==> run_1/met2.png <==
Cells faint in the background.
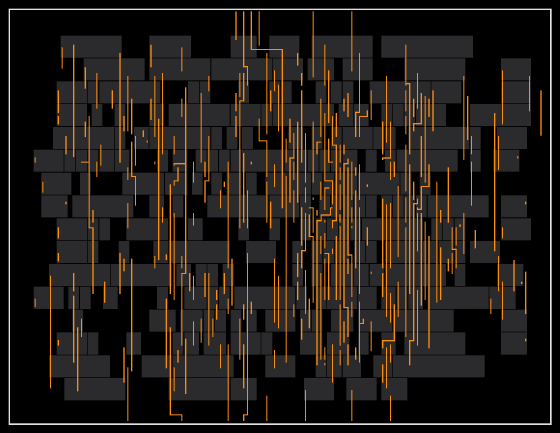
==> run_1/met3.png <==
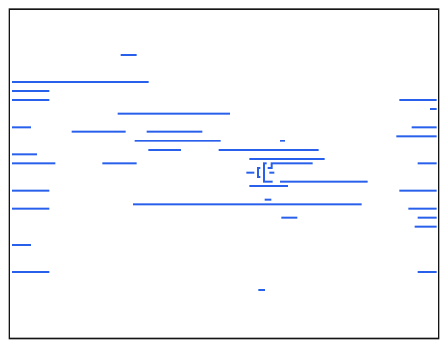
==> run_1/final_congestion.png <==
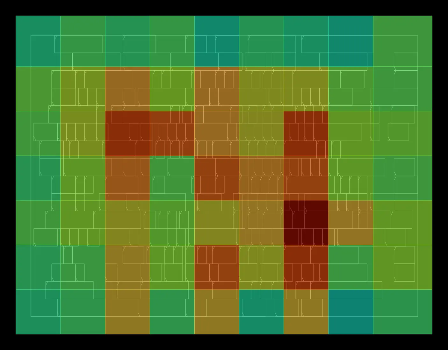
==> config.mk <==
export PLATFORM = sky130hd
export DESIGN_NAME = pri_irq_ctrl
export DESIGN_NICKNAME = d
export VERILOG_FILES = /design/src/rtl/pri_irq_pkg.sv /design/src/rtl/pri_enc8.sv /design/src/rtl/pri_irq_ctrl.sv
export SDC_FILE = /design/constraint.sdc
export NUM_CORES = 1
export LEC_CHECK = 0
export ABC_AREA = 1
export ABC_CLOCK_PERIOD_IN_PS = 1500
export CORE_ASPECT_RATIO = 0.75
export CORE_MARGIN = 2
export CORE_UTILIZATION = 47
export CTS_BUF_LIST = sky130_fd_sc_hd__clkbuf_8 sky130_fd_sc_hd__clkbuf_16
export DETAILED_ROUTE_END_ITERATION = 7
export PLACE_DENSITY = 0.78
export RECOVER_POWER = 100
export SLEW_MARGIN = 10
export SYNTH_ARGS = -nofsm -noshare
export SYNTH_HDL_FRONTEND = slang
export SYNTH_HIERARCHICAL = 1
export SYNTH_SLANG_ARGS = --single-unit
==> constraint.sdc <==
create_clock -name clk -period 1.5 [get_ports clk]
set_input_delay 0.3 -clock clk [delete_from_list [all_inputs] [get_ports clk]]
set_output_delay 0.3 -clock clk [all_outputs]
set_load 0.02 [all_outputs]
==> Changelog: implementation <==
## Implementation

* Starting DRT DRC Count at 66
* Worst-path maximum fanout at 5
* Lkg Pwr at 0.925 nW
* Vias in the first global route at 1089
* Die Y at just under 50 um
* Initial antenna violation count at 0
* Sequential-to-total area share from yosys stat at 46.8%
* Reg clk slew, reported paths at 0.07 ns
* Fmax achieved at 0.706 GHz
* Startpoint types: flop
* CTS root buf: clkbuf_8
* Worst hold path class: flop to flop
* Status: completed
* Max cap viols at 0
* First-pass DRT Iterations at 4
* Post-synthesis async set-or-reset flop share at 0%
* Final Cycle Share at 94.5%
* Reg-to-reg slack, setup at between 0.08 and 0.09 ns
* Hold_buf cts at 0
* Antenna Nets Post-Route at 0
* Area leader, netlist: dfxtp_1
* IO buf count at 33
* Tool warnings at 26
* Mean number of vias per cell at 4.71
* Setup Crit Path Kind: flop to flop
* VDD IR max at 801 uV
* CTS buffer count at 5
* Ports at 34
* Cell count listed in synth_stat.txt at ~180
* Die area at 3170 um2
* CP Data Required Time at 1.70 ns
* Drc violations at 0
* Avg Cell Area, Syn at 7.12 um2
* Synth flops at 30
* Synth warn at 6
* Placeable Area at 2600 um2
* Rows at 16
* CTS tree: yes
* Gp weighted congestion at 0.842
* XOR/XNOR Area Share at 0%
* Pins Over Slew Limit at 0
* Metal1 wirelength at 1270 um
* Main logic family: simple AND/OR/NAND/NOR gates
* Worst hold path stage count at 2
* Overflow after GRT at 0
* Maximum number of pins on one net before global-route repair at 18
* Cells after Synth at 180
* Path depth of the worst reg2reg path at 9
* First-pass GRT wire length at roughly 4700 um
* Worst-case clock buffer depth at 2
* Post-synth area from yosys stat at around 1300 um2
* Post-Synth AOI/OAI Area at around 6.4%
* Clock sinks at 30
* HPWL after DPL at 2210 um
* Fp_density at between 40% and 50%
* Pwr dens at 1240 nW/um2
* Final min period at 1.42 ns
* Setup violations, final at 0
* Cell Area, Synth at 1280 um2
* Critical path arrival at 1.62 ns
* Hold Vio Cnt, Final at 0
* Mux area share at 6.24%
* Ant. Diodes at 0
* Yosys top cell area share at 46.8%
* Clock skew at 0.00594 ns
* Metal3 WL at 248 um
* Mapped Nets at about 200
* Dominant Register Cell: dfxtp_1
* Yosys adder share at 0%
* Highest routed metal layer: met4
* NumNets Final at 248
* Crit end category: flop
* Post-Place Cells at 254
* Share of layout cells above drive strength 1 at around a tenth
* Die X-Extent at 64.3 um
* Layout area overhead at 43.4%
* Slew headroom at 74.8%
* Main area contributors: dfxtp_1, nand2_1, inv_1
* Actual slew at the worst max-slew pin at between 0.3 and 0.4 ns
* Non-Filler Instances at 264
* Simple share at 29.7%
* Htree depth at 2
* WL met2 at 1330 um
* Yosys cell types at 18
* EDFF count, synth at 0
* Clk_lat worst skew at 0.28 ns
Back to the opening pictures, met2.png:
- longest straight run: 22.1 um
- nets with wire on the layer: 201
- wire length on this layer: 1330 um
vias: 1243
GR Util met2: 30.7%
total wire length: 2910 um

Back to the opening pictures, met3.png:
- nets with wire on the layer: 34
- wire length on this layer: 249 um
- share of all routed wire: 8.5%
M3 GR Usage: 5.54%

Back to the opening pictures, final_congestion.png:
GRT Total Usage: 19.7%
Routed wire per std cell: 11.0 um
fin util: 70.7%
GRT met1 Usage: 26.4%
Most Crowded Layer GR: met2

-- run 1: synth_stat cells (all sizes together), types with 3 or more instances --
cell	instances
mux2i	8
dfxtp	30
a21oi	12
inv	27
buf	3
nor2	25
o21ai	3
nand2	56
nand3	10
-- run 1: metrics by stage --
stage                     setup TNS, ns  setup slack [ns]  cell area, um2  total power, mW  hold WS [ns]
after detailed placement         -0.157            -0.154            1700             1.30         0.498
after floorplan                       0             0.219            1280             1.12         0.328
after global placement          -0.0941           -0.0941            1700             1.29         0.485
after CTS                             0           0.00966            1830             2.28         0.506
final                                 0            0.0829            1840             2.27         0.502
after global routing            -0.0187           -0.0108            1840             2.37         0.534
-- run 1: cell type report --
| cell class | instances | area, um2 |
|---|---|---|
| well taps | 36 | 45.0 |
| clock inverters | 2 | 60.1 |
| inverters | 28 | 105 |
| multi-input cells | 118 | 548 |
| clock buffers | 6 | 82.6 |
| fillers | 241 | 763 |
| repair buffers | 44 | 398 |
| flip-flops and latches | 30 | 601 |
-- run 1: repair_timing --
action | in CTS | in global routing
cloned | 0 | 0
resized | 12 | 2
setup endpoints to repair | 12 | 5
pin swaps | 0 | 1
buffers inserted | 0 | 2
-- run 1: placed cells by master (no fill, tap or decap), types with 3 or more instances in the layout --
master | Yosys | final
o21ai_0 | 3 | 3
clkbuf_8 | 0 | 6
nand2_1 | 55 | 55
buf_4 | 1 | 8
clkdlybuf4s50_1 | 0 | 19
mux2i_1 | 8 | 8
dfxtp_1 | 30 | 30
nand3_1 | 10 | 10
a21oi_1 | 12 | 12
inv_1 | 27 | 27
nor2_1 | 23 | 23
dlygate4sd2_1 | 0 | 12
-- run 1: worst max-delay path: stages (launching register included) --
cell      delay [ns]
dfxtp_1         0.33
inv_1           0.06
nor2_1          0.03
inv_1           0.07
nand2_1         0.08
nor3_1          0.22
nand3_1         0.11
nand3b_1        0.18
o21ai_0         0.12
a21oi_1         0.14
-- run 1: cells by family after synthesis --
group                  after synthesis
AND-OR/OR-AND                       16
buffers and inverters               32
flip-flops                          30
multiplexers                         8
AND/OR/NAND/NOR                     94
-- run 1: power by group --
| part | internal, mW | leakage, nW | switching (mW) |
|---|---|---|---|
| Sequential | 0.854 | 0.249 | 0.0438 |
| Clock | 0.708 | 0.0714 | 0.295 |
| Combinational | 0.172 | 0.605 | 0.200 |
| Total | 1.73 | 0.925 | 0.539 |
-- run 1: per-layer routing --
layer / global-route usage [%] / vias up
li1: - / 641
met1: 26.4 / 538
met2: 30.7 / 53
met3: 5.54 / 11
met4: 6.74 / 0
met5: 0 / -
No activity file was given, so power comes from the tool's default toggle rates.
